===== config.mk =====
export PLATFORM = sky130hd
export DESIGN_NAME = bus_arbiter
export DESIGN_NICKNAME = d
export VERILOG_FILES = /design/src/rtl/bus_arb_pkg.sv /design/src/rtl/rr_pick.sv /design/src/rtl/bus_arbiter.sv
export SDC_FILE = /design/constraint.sdc
export NUM_CORES = 1
export LEC_CHECK = 0
export CAP_MARGIN = 20
export CORE_UTILIZATION = 43
export CTS_CLUSTER_DIAMETER = 120
export DETAILED_ROUTE_END_ITERATION = 10
export GPL_TIMING_DRIVEN = 1
export PLACE_DENSITY_LB_ADDON = 0.1
export SYNTH_ARGS = -nofsm -noshare
export SYNTH_HDL_FRONTEND = slang
export SYNTH_SLANG_ARGS = --single-unit

===== constraint.sdc =====
create_clock -name clk -period 3.68 [get_ports clk]
set_input_delay 0.368 -clock clk [delete_from_list [all_inputs] [get_ports clk]]
set_output_delay 0.368 -clock clk [all_outputs]
set_load 0.01 [all_outputs]

===== src/rtl/bus_arb_pkg.sv =====
// bus_arb_pkg: shared state type, limits and helpers for the bus arbiter
package bus_arb_pkg;
   typedef enum logic [1:0] {IDLE, OWN, TURN} state_t;
   localparam int MAX_REQ = 16;
   localparam int MAX_HOLD_DEF = 8;
   localparam int HOLD_W_DEF = $clog2(MAX_HOLD_DEF);
   function automatic int hold_w(input int max_hold);
      return $clog2(max_hold);
   endfunction
   function automatic logic [MAX_REQ-1:0] onehot(input int idx, input int n);
      return (idx >= 0 && idx < n) ? MAX_REQ'(1) << idx : '0;
   endfunction
endpackage


===== src/rtl/rr_pick.sv =====
// rr_pick: combinational round-robin search, first set req bit from ptr upward with wrap
//   req     in  : level requests
//   ptr     in  : highest-priority index
//   winner  out : index of the first requester found
//   any_req out : at least one request is set
module rr_pick #(
   parameter int N_REQ = 4,
   parameter int ID_W  = $clog2(N_REQ)
) (
   input  logic [N_REQ-1:0] req,
   input  logic [ID_W-1:0]  ptr,
   output logic [ID_W-1:0]  winner,
   output logic             any_req
);
   logic found;
   always_comb begin
      winner = '0;
      found  = 1'b0;
      for (int i = 0; i < N_REQ; i++) begin
         if (!found && req[(int'(ptr) + i) % N_REQ]) begin
            winner = ID_W'((int'(ptr) + i) % N_REQ);
            found  = 1'b1;
         end
      end
   end
   assign any_req = |req;
endmodule


===== src/rtl/bus_arbiter.sv =====
// bus_arbiter: round-robin owner of the shared data bus with hold limit and high-Z turnaround
//   clk, rst_n : clock, asynchronous active-low reset
//   req        : level request per requester
//   gnt        : one-hot drive-enable per tri-state buffer
//   owner_id   : current owner index, 0 when idle
//   bus_busy   : some gnt bit is set
//   timeout    : single-cycle pulse on a forced release
module bus_arbiter
   import bus_arb_pkg::*;
#(
   parameter  int N_REQ    = 4,
   parameter  int MAX_HOLD = 8,
   localparam int ID_W     = $clog2(N_REQ)
) (
   input  logic             clk,
   input  logic             rst_n,
   input  logic [N_REQ-1:0] req,
   output logic [N_REQ-1:0] gnt,
   output logic [ID_W-1:0]  owner_id,
   output logic             bus_busy,
   output logic             timeout
);
   localparam int HOLD_W = hold_w(MAX_HOLD);
   localparam logic [HOLD_W-1:0] HOLD_LAST = HOLD_W'(MAX_HOLD - 1);
   localparam logic [ID_W-1:0] LAST_ID = ID_W'(N_REQ - 1);

   state_t             state_q, state_d;
   logic [ID_W-1:0]    ptr_q, ptr_d, owner_q, owner_d, win;
   logic [HOLD_W-1:0]  hold_q, hold_d;
   logic [N_REQ-1:0]   gnt_q, gnt_d, win_oh;
   logic               busy_q, timeout_q, timeout_d, any_req;

   rr_pick #(.N_REQ(N_REQ), .ID_W(ID_W)) u_pick (
      .req     (req),
      .ptr     (ptr_q),
      .winner  (win),
      .any_req (any_req)
   );

   assign win_oh = N_REQ'(onehot(int'(win), N_REQ));

   always_comb begin
      state_d   = state_q;
      ptr_d     = ptr_q;
      owner_d   = owner_q;
      hold_d    = hold_q;
      gnt_d     = gnt_q;
      timeout_d = 1'b0;
      case (state_q)
         OWN: begin
            if (!req[owner_q] || hold_q == HOLD_LAST) begin
               state_d   = TURN;
               gnt_d     = '0;
               owner_d   = '0;
               ptr_d     = (owner_q == LAST_ID) ? '0 : owner_q + 1'b1;
               // an owner still requesting at release was forced off by the hold limit
               timeout_d = req[owner_q];
            end else begin
               hold_d = hold_q + 1'b1;
            end
         end
         // IDLE and TURN arbitrate the same way; TURN has already dropped gnt for one cycle
         default: begin
            state_d = any_req ? OWN : IDLE;
            gnt_d   = any_req ? win_oh : '0;
            owner_d = any_req ? win : '0;
            hold_d  = '0;
         end
      endcase
   end

   always_ff @(posedge clk or negedge rst_n) begin
      if (!rst_n) begin
         state_q   <= IDLE;
         ptr_q     <= '0;
         owner_q   <= '0;
         hold_q    <= '0;
         gnt_q     <= '0;
         busy_q    <= 1'b0;
         timeout_q <= 1'b0;
      end else begin
         state_q   <= state_d;
         ptr_q     <= ptr_d;
         owner_q   <= owner_d;
         hold_q    <= hold_d;
         gnt_q     <= gnt_d;
         busy_q    <= |gnt_d;
         timeout_q <= timeout_d;
      end
   end

   assign gnt      = gnt_q;
   assign owner_id = owner_q;
   assign bus_busy = busy_q;
   assign timeout  = timeout_q;
endmodule


Fig. 1: run 1, clock distribution
Bar = 10 µm.
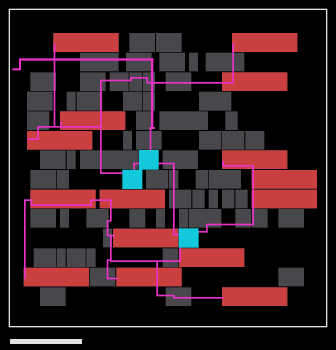
legend:
  cyan:
    item: cells driving clock nets
    count: 3
  red:
    item: flip-flops
    count: 15
  magenta:
    item: clock wires
    length: 212 µm
flops lie: all over the die
Latency at later pin: 0.29 ns
Post-Route Skew: 0.007105 ns
clock power share: 0.138
Clk. pwr: 100 µW

Fig. 2: run 1, where the registers sit
Bar = 10 µm. Other sequential cells in the stronger gray, the rest of the logic in the fainter gray.
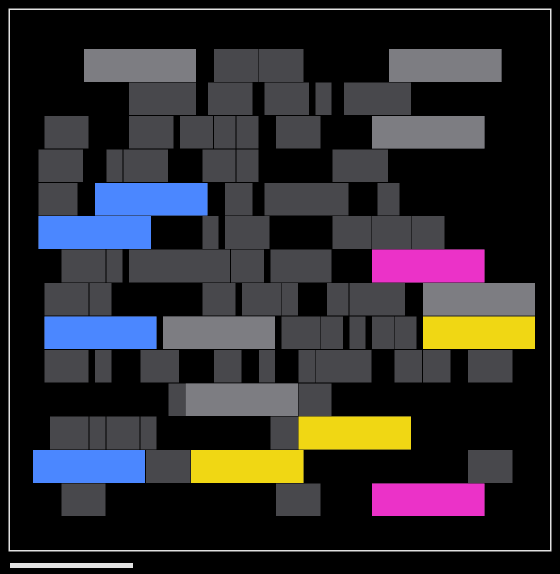
legend:
  blue:
    netlist_name: gnt
    sequential_cells: 4
    where: middle left
  magenta:
    netlist_name: state_q
    sequential_cells: 2
  yellow:
    netlist_name: hold_q
    sequential_cells: 3

Fig. 3: run 1, routed metal, one color a layer
Bar = 10 µm. Two of the layers only.
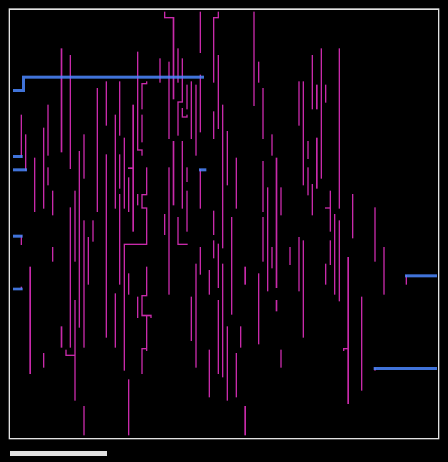
legend:
  magenta:
    layer: met2
    wire_length: 744 µm
  blue:
    layer: met3
    wire_length: 33.3 µm

## run 1: worst max-delay path, stage by stage
cell             delay, ns
clkdlybuf4s50_1       0.50
mux4_2                0.55
nand2b_4              0.13
and2_4                0.16
mux2_4                0.29
## run 1: worst min-delay path by stage
stage | end | cells past startpoint | slack [ns] | startpoint
global route | state_q[0] | 1 | 0.54 | rst_n
CTS | hold_q[2] | 1 | 0.50 | rst_n
floorplan | bus_busy | 0 | 0.07 | rst_n
finish | state_q[0] | 1 | 0.47 | rst_n
detailed placement | bus_busy | 2 | 0.50 | gnt[1]
global placement | gnt[0] | 2 | 0.50 | gnt[0]
## run 1: power by group through the flow
stage	combinational, µW	sequential, µW	clock [µW]
finish	340	288	100
global route	376	297	114
CTS	345	288	103
detailed placement	343	291	0
global placement	336	288	0
floorplan	214	290	0
## run 1: stage by stage
stage	power, µW	util	hold slack, ns
after floorplan	504.5	-	0.07241
after global placement	623.5	0.5730	0.4964
after detailed placement	634.3	0.5730	0.5019
after CTS	737.0	0.5921	0.4961
after global routing	786.7	0.5921	0.5377
final	728.3	0.5921	0.4695
## run 1: layout make-up
class,count,area (µm²),share of cell area
Sequential cell,15,375.4,0.4021
Multi-Input combinational cell,46,366.6,0.3928
Clock buffer,3,22.52,0.02413
Timing Repair Buffer,13,130.1,0.1394
Clock inverter,1,7.507,0.008043
Tap cell,16,20.02,0.02145
Inverter,3,11.26,0.01206
## run 1: state kept, by name (all words and copies together) (netlist names)
signal,cells
state_q,2
hold_q,3
ptr_q,2
bus_busy,1
gnt,4
timeout,1
owner_id,2
## run 1: cells by family (layout without fill, tap and decap cells)
family	count (synthesis)	count (layout)	synth area share
buf+inv	4	20	0.01983
mux	4	4	0.07603
xor+xnor	1	1	0.01157
simple gates	22	22	0.1802
compound gates	16	16	0.1670
flops	15	15	0.4959
fa+ha+maj	3	3	0.04959
## run 1: cells in the final DEF, fill, tap and decap left out, drive strengths merged, types with 2 or more instances in the layout
cell and count:
dfrtp 15, clkdlybuf4s50 13, nand2 6, o21ai 4, inv 3, nor2 3, ha 3, clkbuf 3
nand2b 3, a21oi 2, mux2i 2, a22o 2, o41ai 2, nand3 2, nor3b 2
## run 1: per-layer routing
layer  vias to the layer above  wire length, µm  part of all wire  global-route usage
li1                        270                -                 -                   -
met1                       278              745              0.49              0.2646
met2                         7              744              0.49              0.2866
met3                         2               33             0.022             0.03750
met4                         0                9            0.0059             0.07273
met5                         -                0                 0                   0
==> results_dict.tcl, run 1 <==
# flow metrics
set metrics [dict create \
    fin_crit_sh 0.4946 \
    max-slew-margin-rel 0.5625 \
    status "completed" \
    yosysCellCount 65 \
    fin_cells 97 \
    drtIter0Drc 14 \
    setup_ws_ns 1.860 \
    cts_buffers 3 \
    placed_area_um2 903.4 \
    crit_start "req[1]" \
    ctsHoldBuffers 0 \
    synth.distinct_cells 31 \
    drc 0 \
    p_switching_uw 283.3 \
    ys.flops 15 \
    regToRegSetupSlack_ns 1.93 \
    async_flop_share 1.000 \
    placed_cells 93 \
    common_cells "dfrtp_1, nand2_1, o21ai_0" \
    cp-endpoint "ptr_q[1]" \
    floorplan.rows 14 \
    clock_path_buffers 2 \
    fp_util 0.4802 \
    avgRoutedWirePerCell_um 15.79 \
    worst-slew-pin-transition_ns 0.6542 \
    vias 557 \
    diodes 0 \
    max_freq_mhz 549.4 \
]
==> run 1 -> run 2 <==
==> constraint.sdc (replaced) <==
create_clock -name clk -period 1.8 [get_ports clk]
set_input_delay 0.18 -clock clk [delete_from_list [all_inputs] [get_ports clk]]
set_output_delay 0.18 -clock clk [all_outputs]
set_load 0.01 [all_outputs]
Fig. 4: run 2, routed metal, one color a layer
Bar = 10 µm. Two of the layers only.
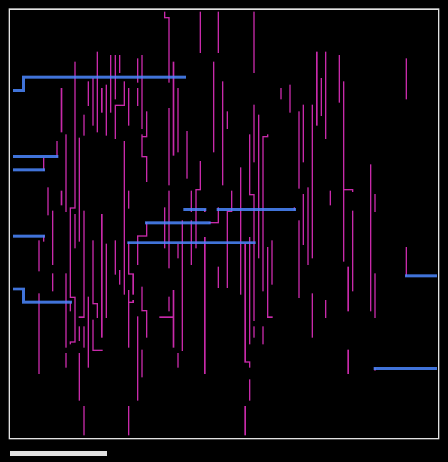
legend:
  blue:
    layer: met3
    wire_length: 74.7 µm
  magenta:
    layer: met2
    wire_length: 694 µm

Fig. 5: run 2, where the registers sit
Bar = 10 µm. Other sequential cells in the stronger gray, the rest of the logic in the fainter gray.
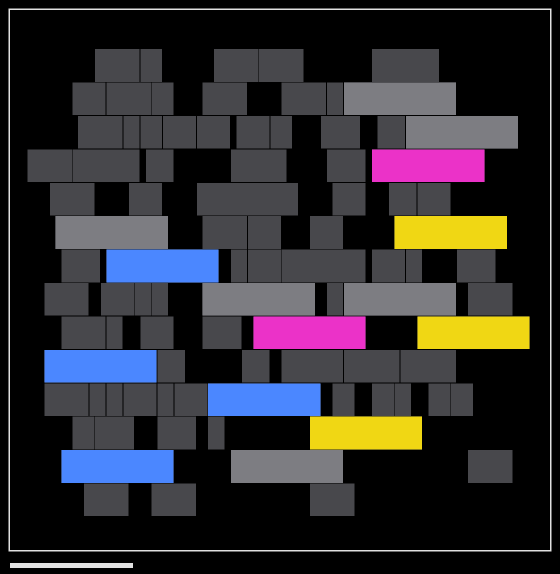
legend:
  magenta:
    netlist_name: state_q
    sequential_cells: 2
  yellow:
    netlist_name: hold_q
    sequential_cells: 3
  blue:
    netlist_name: gnt
    sequential_cells: 4
not colored: 6

Fig. 6: run 2, clock distribution
Bar = 10 µm.
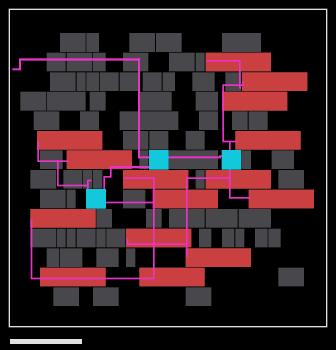
legend:
  magenta:
    item: clock wires
    length: 189 µm
  cyan:
    item: cells driving clock nets
    count: 3
  red:
    item: flip-flops
    count: 15
routed clock nets: 4
Clk. pwr: 189 µW
clock power share: 0.122
Post-Route Skew: 0.001140 ns
Latency at later pin: 0.28 ns

==> run 2 against run 1 <==
Die size stayed put. Via count is 4.1% higher. Register-to-register slack worse by 1.7 ns. Sequential share of layout area is 2.6 points lower. Hold slack worse by 0.18 ns. Worst setup slack worse by 1.7 ns. Wire length is 3.2% lower. Sequential power is 100% higher. Combinational power is 130% higher. Flip-flop count stayed put. Largest cell class unchanged.
==> results_dict.tcl, run 2 <==
# flow metrics
set metrics [dict create \
    status "completed" \
    layout_top_cell "dfrtp_1" \
    async_flop_share 1.000 \
    common_cells "dfrtp_1, nand2_1, o21ai_0" \
    drc 0 \
    cts_buffers 3 \
    cpPeakStageDelay_ns 0.56 \
    fin_util 0.6325 \
    drtIter0Drc 10 \
    netlist_area_um2 757.0 \
    placed_area_um2 970.9 \
    fin_hold_ws_ns 0.2942 \
    max-slew-margin-rel 0.5686 \
    edf_count 0 \
    worst-slew-pin-transition_ns 0.6450 \
    die_w_um 43.96 \
    fin_cells 106 \
    diodes 0 \
    fp_util 0.4802 \
    wl_um 1483 \
    worstSetupPathType "reg2reg" \
    vias 580 \
    synthFlopType "dfrtp_1" \
    layout_top_cells "dfrtp_1, clkdlybuf4s50_1, buf_4, nand2_1, o21ai_0" \
    fin_crit_sh 0.8853 \
    finalMaxSlewViolations 0 \
    ys.flops 15 \
    cp_slowest_cell "mux4_2" \
    cts_setup_buffers 0 \
    period_minus_slack_ns 1.594 \
    ctsHoldBuffers 0 \
    floorplan.rows 14 \
    placed_cells 102 \
    synth.distinct_cells 31 \
    path_cells "mux4_2 -> nand2b_4 -> and2_4 -> mux2_4" \
    avgRoutedWirePerCell_um 13.99 \
    cts_tree "yes" \
    max_freq_mhz 627.5 \
    holdCritPathClass "in2async" \
]
-- run 2: cell counts after synthesis --
Identical to the previous run, type by type.
-- run 2: report_power, final --
group | total (µW) | switching, µW | leakage [µW] | internal, µW
Sequential | 575 | 108 | 0.000193 | 468
Clock | 189 | 103 | 0.0000150 | 85.9
Combinational | 787 | 356 | 0.000251 | 430
-- run 2: worst register-to-register path, cell delays in order, from the launching register on --
cell      delay (ns)
dfrtp_1         0.38
mux4_2          0.56
nand2b_4        0.10
and2_4          0.15
mux2_4          0.29
-- run 2: logic make-up after synthesis --
| family | Yosys count | share of synthesized area |
|---|---|---|
| buffers and inverters | 4 | 0.01983 |
| AND-OR/OR-AND | 16 | 0.1670 |
| flip-flops | 15 | 0.4959 |
| adder cells (fa/ha/maj) | 3 | 0.04959 |
| multiplexers | 4 | 0.07603 |
| XOR/XNOR | 1 | 0.01157 |
| AND/OR/NAND/NOR | 22 | 0.1802 |
-- run 2: cell type report --
class | count | area (µm²)
fill | 137 | 579.3
sequential | 15 | 375.4
multi-input combinational | 46 | 366.6
timing repair buffer | 22 | 197.7
clock buffer | 4 | 26.28
tap | 16 | 20.02
inverter | 3 | 11.26
-- run 2: path summary, 6_finish.rpt --
kind	start	end	slack, ns	depth (start not counted)
worst max-delay path	owner_id[0]	ptr_q[1]	0.21	4
worst min-delay path	rst_n	bus_busy	0.29	1
worst max register to register	owner_id[0]	ptr_q[1]	0.21	4
worst min register to register	hold_q[2]	hold_q[2]	0.51	2
max in group asynchronous	rst_n	hold_q[0]	1.10	1
min in group clk	hold_q[2]	hold_q[2]	0.51	2
-- run 2: stage by stage --
stage	total power [µW]	setup WS, ns
floorplan	1031	0.1098
CTS	1566	0.1967
detailed placement	1375	-0.003775
global route	1675	0.1500
finish	1551	0.2065
global placement	1357	0.01995
-- run 2: metal layers --
layer	GRT usage	routed length, µm	part of all wire
met5	0	0	0
met4	0.05455	13	0.0088
met3	0.06250	74	0.050
met2	0.2836	694	0.47
met1	0.2554	700	0.47
==> run 2 -> run 3 <==
--- a/config.mk
+++ b/config.mk
@@ -5,12 +5,12 @@
 export SDC_FILE = /design/constraint.sdc
 export NUM_CORES = 1
 export LEC_CHECK = 0
-export CAP_MARGIN = 20
 export CORE_UTILIZATION = 43
 export CTS_CLUSTER_DIAMETER = 120
 export DETAILED_ROUTE_END_ITERATION = 10
 export GPL_TIMING_DRIVEN = 1
 export PLACE_DENSITY_LB_ADDON = 0.1
+export SLEW_MARGIN = 20
 export SYNTH_ARGS = -nofsm -noshare
 export SYNTH_HDL_FRONTEND = slang
 export SYNTH_SLANG_ARGS = --single-unit
Fig. 7: run 3, clock routing
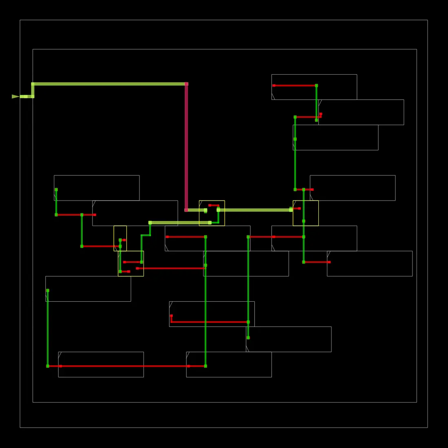
FF+latch count: 15
clkbuf count: 4
Sink Count: 15
Inserted Clock Buffers: 3

Fig. 8: run 3, clock distribution
Bar = 10 µm.
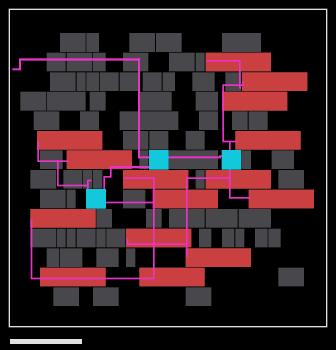
legend:
  magenta:
    item: clock wires
    length: 189 µm
  cyan:
    item: cells driving clock nets
    count: 3
  red:
    item: flip-flops
    count: 15
routed clock nets: 4

Fig. 9: run 3, routed metal, one color a layer
Bar = 10 µm. Two of the layers only.
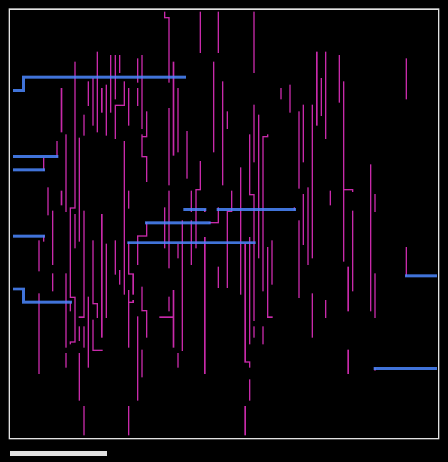
legend:
  magenta:
    layer: met2
    wire_length: 694 µm
  blue:
    layer: met3
    wire_length: 74.7 µm

==> run 3 against run 2 <==
Core utilization is the same. Clock power about the same. Highest routed layer unchanged. Critical path depth did not move.
==> results_dict.tcl, run 3 <==
# flow metrics
set metrics [dict create \
    edf_count 0 \
    cts_setup_buffers 0 \
    avgRoutedWirePerCell_um 13.99 \
    cts_tree "yes" \
    layout_top_cells "dfrtp_1, clkdlybuf4s50_1, buf_4, nand2_1, o21ai_0" \
    status "completed" \
    async_flop_share 1.000 \
    met1_usage 0.2554 \
    cp_num_cells 4 \
    vias 580 \
    holdCritPathClass "in2async" \
    r2r_cells 4 \
    ys.flops 15 \
    regToRegSetupSlack_ns 0.21 \
    ctsHoldBuffers 0 \
    drc 0 \
    finalMaxSlewViolations 0 \
    cp_slowest_cell "mux4_2" \
    n_fill_cell 137 \
    simple_gate_share 0.1802 \
    synthMuxAreaShare 0.07603 \
    top_logic_kind "simple AND/OR/NAND/NOR gates" \
    floorplan.rows 14 \
    synthFlopType "dfrtp_1" \
    fin_worst_skew_ns 0.001140 \
    fp_util 0.4802 \
    diodes 0 \
    grtUsageMet2 0.2836 \
    worst-slew-pin-transition_ns 0.6450 \
    cpPeakStageDelay_ns 0.56 \
    xor_area_frac 0.01157 \
    worstSetupPathType "reg2reg" \
    die_w_um 43.96 \
    layout_top_cell "dfrtp_1" \
    regArea_um2 375.4 \
    busiest_layer "met2" \
    clock_latency_ns 0.28 \
    netlist_area_um2 757.0 \
    max-slew-margin-rel 0.5686 \
    fa_ha_area_frac 0.04959 \
    placed_area_um2 970.9 \
    max_freq_mhz 627.5 \
    wl_um 1483 \
]
run 3: cell counts in the layout (fill, tap and decap cells not counted):
No cell type changed its count.
run 3: through the flow:
stage	TNS [ns]	cells	util	worst slack (ns)	total power, µW
global route	0	106	0.6325	0.1500	1675
detailed placement	-0.003775	102	0.6159	-0.003775	1375
floorplan	0	65	-	0.1098	1031
CTS	0	106	0.6325	0.1967	1566
global placement	0	102	0.6159	0.01995	1357
finish	0	106	0.6325	0.2065	1551
run 3: cell families (layout without fill, tap and decap cells):
logic type | count (synthesis) | after routing
fa+ha+maj | 3 | 3
simple gates | 22 | 22
buf+inv | 4 | 29
mux | 4 | 4
compound gates | 16 | 16
xor+xnor | 1 | 1
flops | 15 | 15
run 3: power breakdown:
group          switching [µW]  internal, µW
Sequential                108           468
Combinational             356           430
Clock                     103          85.9
Total                     567           984
run 3: worst paths after layout:
check	startpoint	endpoint
min reg2reg	hold_q[2]	hold_q[2]
max in group asynchronous	rst_n	hold_q[0]
max	owner_id[0]	ptr_q[1]
min	rst_n	bus_busy
max reg2reg	owner_id[0]	ptr_q[1]
min in group clk	hold_q[2]	hold_q[2]
run 3: layout make-up:
class	instances	share of cell area
inverters	3	0.01129
multi-input cells	46	0.3676
well taps	16	0.02008
flip-flops and latches	15	0.3764
repair buffers	22	0.1982
clock buffers	4	0.02635
run 3: layer usage:
metal,wire [µm],part of all wire
met4,13,0.0088
met2,694,0.47
met1,700,0.47
met5,0,0
met3,74,0.050
run 3: worst register-to-register path: cells and delay by family, from the launching register on:
family	cells	cell delay (ns)
flops	1	0.38
mux	2	0.85
simple gates	2	0.25
Power is estimated from default activity; no workload was simulated.
